[src/rtl/mac_drain.sv]
// mac_drain: buffers MAC column-result vectors and emits them one requantized
// element per transfer (round half up, optional ReLU, saturate to QW bits).
module mac_drain #(
    parameter int COLUMN = 6,
    parameter int OW     = 24,
    parameter int QW     = 8,
    parameter int DEPTH  = 2
) (
    input  logic                 clk,
    input  logic                 rst_n,
    input  logic [COLUMN*OW-1:0] mac_s_data,
    input  logic                 mac_s_first,
    input  logic                 mac_s_last,
    input  logic                 mac_s_valid,
    output logic                 mac_s_ready,
    input  logic [4:0]           q_shift,
    input  logic                 q_relu,
    output logic [QW-1:0]        out_data,
    output logic                 out_first,
    output logic                 out_last,
    output logic                 out_valid,
    input  logic                 out_ready
);
    localparam int AW = $clog2(DEPTH);
    localparam int CW = COLUMN > 1 ? $clog2(COLUMN) : 1;
    // Wide enough that a shift of up to 31 and its rounding bias never wrap.
    localparam int SW = OW + 33;
    localparam logic signed [SW-1:0] QMAX = (SW'(1) << (QW - 1)) - SW'(1);
    localparam logic signed [SW-1:0] QMIN = ~QMAX;

    typedef enum logic {IDLE, EMIT} state_t;

    logic [COLUMN*OW-1:0] r_data  [DEPTH];
    logic                 r_first [DEPTH];
    logic                 r_last  [DEPTH];
    logic                 r_relu  [DEPTH];
    logic [4:0]           r_shift [DEPTH];
    logic [AW-1:0]        r_wp, r_rp;
    logic [AW:0]          r_cnt, w_cnt_nxt;
    logic                 r_ready;
    state_t               r_state, w_state_nxt;
    logic [CW-1:0]        r_col, w_col_nxt;
    logic                 w_push, w_pop, w_xfer, w_col_last;
    logic [OW-1:0]        w_col_val;
    logic [4:0]           w_s;
    logic signed [SW-1:0] w_x, w_rnd, w_sum, w_sh;
    logic [QW-1:0]        w_q;

    assign mac_s_ready = r_ready;
    assign w_push      = mac_s_valid & r_ready;
    assign out_valid   = r_state == EMIT;
    assign w_xfer      = out_valid & out_ready;
    assign w_col_last  = r_col == CW'(COLUMN - 1);
    assign w_pop       = w_xfer & w_col_last;
    assign w_cnt_nxt   = r_cnt + (AW+1)'(w_push) - (AW+1)'(w_pop);

    // A push in the same cycle counts, so an empty buffer shows data one cycle after accept.
    always_comb begin
        w_state_nxt = (r_state == EMIT && !w_pop) ? EMIT : (w_cnt_nxt != '0 ? EMIT : IDLE);
        w_col_nxt   = w_xfer ? (w_col_last ? '0 : r_col + CW'(1)) : r_col;
    end

    always_comb begin
        w_col_val = r_data[r_rp][r_col*OW +: OW];
        w_s       = r_shift[r_rp];
        w_x       = {{(SW-OW){w_col_val[OW-1]}}, w_col_val};
        w_rnd     = (w_s != 5'd0) ? (SW'(1) << (w_s - 5'd1)) : '0;
        w_sum     = w_x + w_rnd;
        w_sh      = w_sum >>> w_s;
        w_q       = (r_relu[r_rp] && w_sh < 0) ? '0 :
                    (w_sh > QMAX) ? QMAX[QW-1:0] :
                    (w_sh < QMIN) ? QMIN[QW-1:0] : w_sh[QW-1:0];
        out_data  = out_valid ? w_q : '0;
        out_first = out_valid & r_first[r_rp] & (r_col == '0);
        out_last  = out_valid & r_last[r_rp] & w_col_last;
    end

    always_ff @(posedge clk) begin
        if (w_push) begin
            r_data[r_wp]  <= mac_s_data;
            r_first[r_wp] <= mac_s_first;
            r_last[r_wp]  <= mac_s_last;
            r_shift[r_wp] <= q_shift;
            r_relu[r_wp]  <= q_relu;
        end
    end

    always_ff @(posedge clk or negedge rst_n) begin
        if (!rst_n) begin
            r_wp    <= '0;
            r_rp    <= '0;
            r_cnt   <= '0;
            r_ready <= 1'b0;
            r_state <= IDLE;
            r_col   <= '0;
        end else begin
            r_wp    <= r_wp + AW'(w_push);
            r_rp    <= r_rp + AW'(w_pop);
            r_cnt   <= w_cnt_nxt;
            r_ready <= w_cnt_nxt < (AW+1)'(DEPTH);
            r_state <= w_state_nxt;
            r_col   <= w_col_nxt;
        end
    end
endmodule

[config.mk]
export PLATFORM = sky130hd
export DESIGN_NAME = mac_drain
export DESIGN_NICKNAME = d
export VERILOG_FILES = /design/src/rtl/mac_drain.sv
export SDC_FILE = /design/constraint.sdc
export NUM_CORES = 1
export LEC_CHECK = 0
export CAP_MARGIN = 20
export CELL_PAD_IN_SITES_DETAIL_PLACEMENT = 0
export CELL_PAD_IN_SITES_GLOBAL_PLACEMENT = 1
export CORE_ASPECT_RATIO = 1.75
export CORE_MARGIN = 3
export CORE_UTILIZATION = 51
export CTS_CLUSTER_SIZE = 30
export DETAILED_ROUTE_END_ITERATION = 12
export PLACE_DENSITY = 0.86
export SLEW_MARGIN = 30
export SYNTH_ARGS = -nofsm -noshare
export SYNTH_HDL_FRONTEND = slang
export SYNTH_SLANG_ARGS = --single-unit
[constraint.sdc]
create_clock -name clk -period 23.6 [get_ports clk]
set_clock_uncertainty 0.2 [all_clocks]
set_input_delay 3.54 -clock clk [delete_from_list [all_inputs] [get_ports clk]]
set_output_delay 3.54 -clock clk [all_outputs]
set_load 0.03 [all_outputs]
**Met3 routing**

Drawn at 3 px/um. Cells faint in the background.
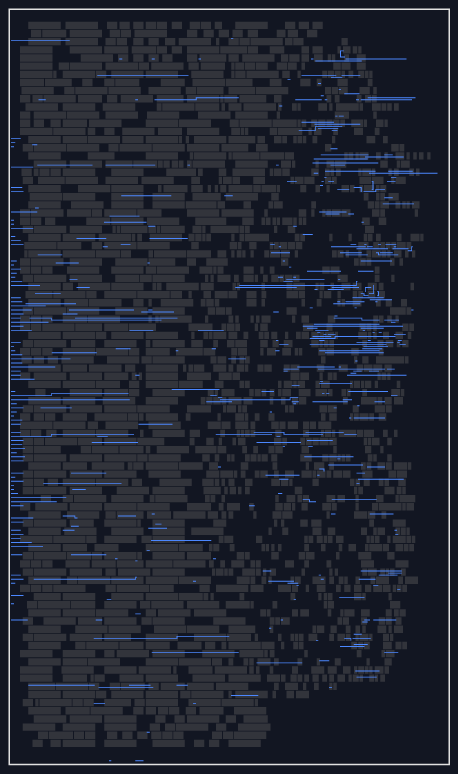
share of all routed wire = 4.5%
wire length on this layer = 2480 um
nets with wire on the layer = 245
main direction = horizontal
met3 Resource Use GR: 0.0299
vias post-DR: 13.3k

**Routing congestion map**

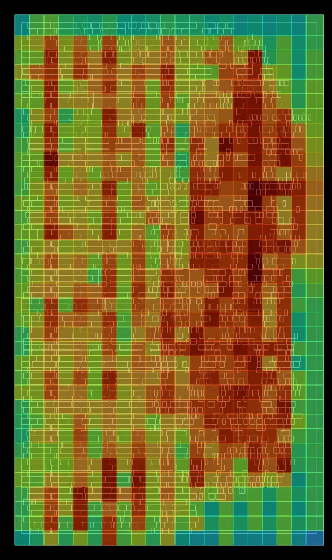
most crowded layer after global routing: met2
Avg WL per Cell: 26.8 um
Overall Global Routing Usage: 0.292
Post-Route Utilization: 0.604

==> reports/metrics.yaml <==
ys.flops: 313
cts_setup_buffers: 0
ant_nets: 0
seqCellArea_sq_um: 9360
finalPower_uw: 3040
power_density_nw_per_um2: 149
htree_levels: 1
drtIter0Drc: 1118
fmax_ghz: 0.0774
period_used_share: 0.548
end_kind: "output port"
insertion_delay_ps: 520
drc: 0
area_growth_syn_to_layout_pct: 16.6
critPathRequiredTime_ps: 19860
status: "finished, final reports clean"
yosys_cells: 1451
layout_setup_ws_ps: 10670
antenna_found_initial: 1
die_y_um: 251
chipArea_sq_um: 36700
hold_viol: 0
design_area_sq_um: 20400
fp_nets: 1645
timing.hold.ws_ps: 320
cts_tree: "done"
fp-row-count: 89
numClockSinks: 313
cts_hold_buf: 0
edf_count: 304
async_reset_ff_frac: 0.0288
top_area_frac: 0.521
path_clk_slew_ps: 70
grt_pass1_vias: 13900
mostFrequentLayoutCells: "edfxtp_1, clkdlybuf4s50_1, nand2_1, nor2_1, o21ai_0"
ys_seq_share: 0.534
worst_setup_path_start_kind: "flip-flop"
**M1 wires**

Drawn at 2 px/um. Supply wires on this layer in grey. Cells faint in the background.
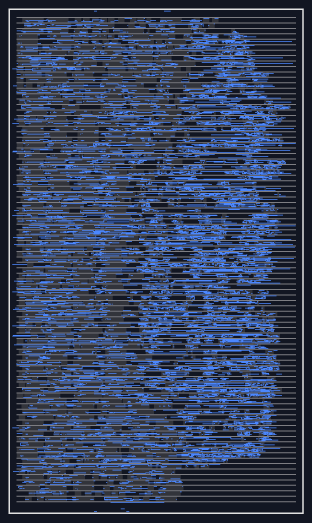
share of all routed wire = 33%
main direction = horizontal
nets with wire on the layer = 1657
wire length on this layer = 18100 um

## layout make-up
class,instances,share of cell area
Antenna cell,1,0.000122
Clock buffer,28,0.0312
Clock inverter,14,0.00747
Inverter,22,0.00416
Multi-Input combinational cell,1022,0.380
Sequential cell,313,0.458
Tap cell,455,0.0279
Timing Repair Buffer,186,0.0907
## worst max-delay path, stage by stage (launching register included)
cell and delay [ps]:
dfrtp_4 870, mux2i_4 790, buf_4 550, nand2_1 550
nor2_1 350, ha_1 330, nand4_1 280, or3_1 500
nand3b_1 230, o211ai_2 200, o2111ai_1 290, nor3_1 740
nor2_1 250, o21ai_0 270, o21ai_0 140, or4_1 580
or4b_4 510, o31ai_4 400, a311oi_1 160, clkdlybuf4s50_1 620
## path summary, 6_finish.rpt
kind                                            from              endpoint  slack, ps  cells after the start
worst max register to register  r_col[1]$_DFFE_PN0P_   out_valid$_DFF_PN0_      20750                      9
min in group asynchronous                      rst_n        r_rp$_DFF_PN0_       3110                      1
worst min register to register    r_cnt[0]$_DFF_PN0_    r_cnt[0]$_DFF_PN0_        320                      1
worst max-delay path                  r_rp$_DFF_PN0_           out_data[3]      10670                     19
worst min-delay path              r_cnt[0]$_DFF_PN0_    r_cnt[0]$_DFF_PN0_        320                      1
max in group asynchronous                      rst_n  r_col[0]$_DFFE_PN0P_      19760                      1
## stage by stage
step,cells,utilization
CTS,2038,0.602
detailed placement,1996,0.579
finish,2041,0.604
global placement,1996,0.579
global route,2041,0.604
floorplan,1451,-
## registers in the layout, summed over array words and instances, names as in the netlist
signal	flops
r_data	288
out_valid	1
r_shift	10
r_first	2
r_col	3
r_cnt	2
r_last	2
r_rp	1
r_wp	1
mac_s_ready	1
r_relu	2
## kinds of logic (layout without fill, tap and decap cells)
logic type,count (synthesis),after routing,share of synthesized area
buffers and inverters,116,250,0.0275
AND/OR/NAND/NOR,437,437,0.118
multiplexers,134,134,0.129
adder cells (fa/ha/maj),38,38,0.0275
flip-flops,313,313,0.534
AND-OR/OR-AND,391,391,0.154
other,2,3,0.000428
XOR/XNOR,20,20,0.00999
## Yosys cell counts (10+ instances only)
cell type / n
nand4_1: 17
ha_1: 37
o21a_1: 13
mux2i_1: 51
edfxtp_1: 304
mux2_2: 11
nor3_1: 53
a21o_1: 11
nand2_1: 153
mux4_2: 72
or3_1: 11
nand3_1: 38
a21oi_1: 69
a211oi_1: 31
inv_1: 19
nor2_1: 97
o21ai_0: 84
o21ai_1: 10
o211ai_1: 23
clkbuf_1: 51
and3_1: 13
buf_2: 18
a31oi_1: 23
o22ai_1: 15
buf_1: 20
xnor2_1: 13
## report_power, final
group          internal (uW)  total (uW)  switching, uW
clock network            227         406            179
registers                734         794           59.7
logic                    636        1840           1210
total                   1600        3040           1450
## per-layer routing
| metal | up-vias | wire (um) | GRT usage |
|---|---|---|---|
| li1 | 6015 | - | - |
| met1 | 6521 | 18100 | 0.304 |
| met3 | 185 | 2480 | 0.0299 |
| met2 | 562 | 29900 | 0.550 |
| met4 | 0 | 4130 | 0.189 |
| met5 | - | 0 | 0 |
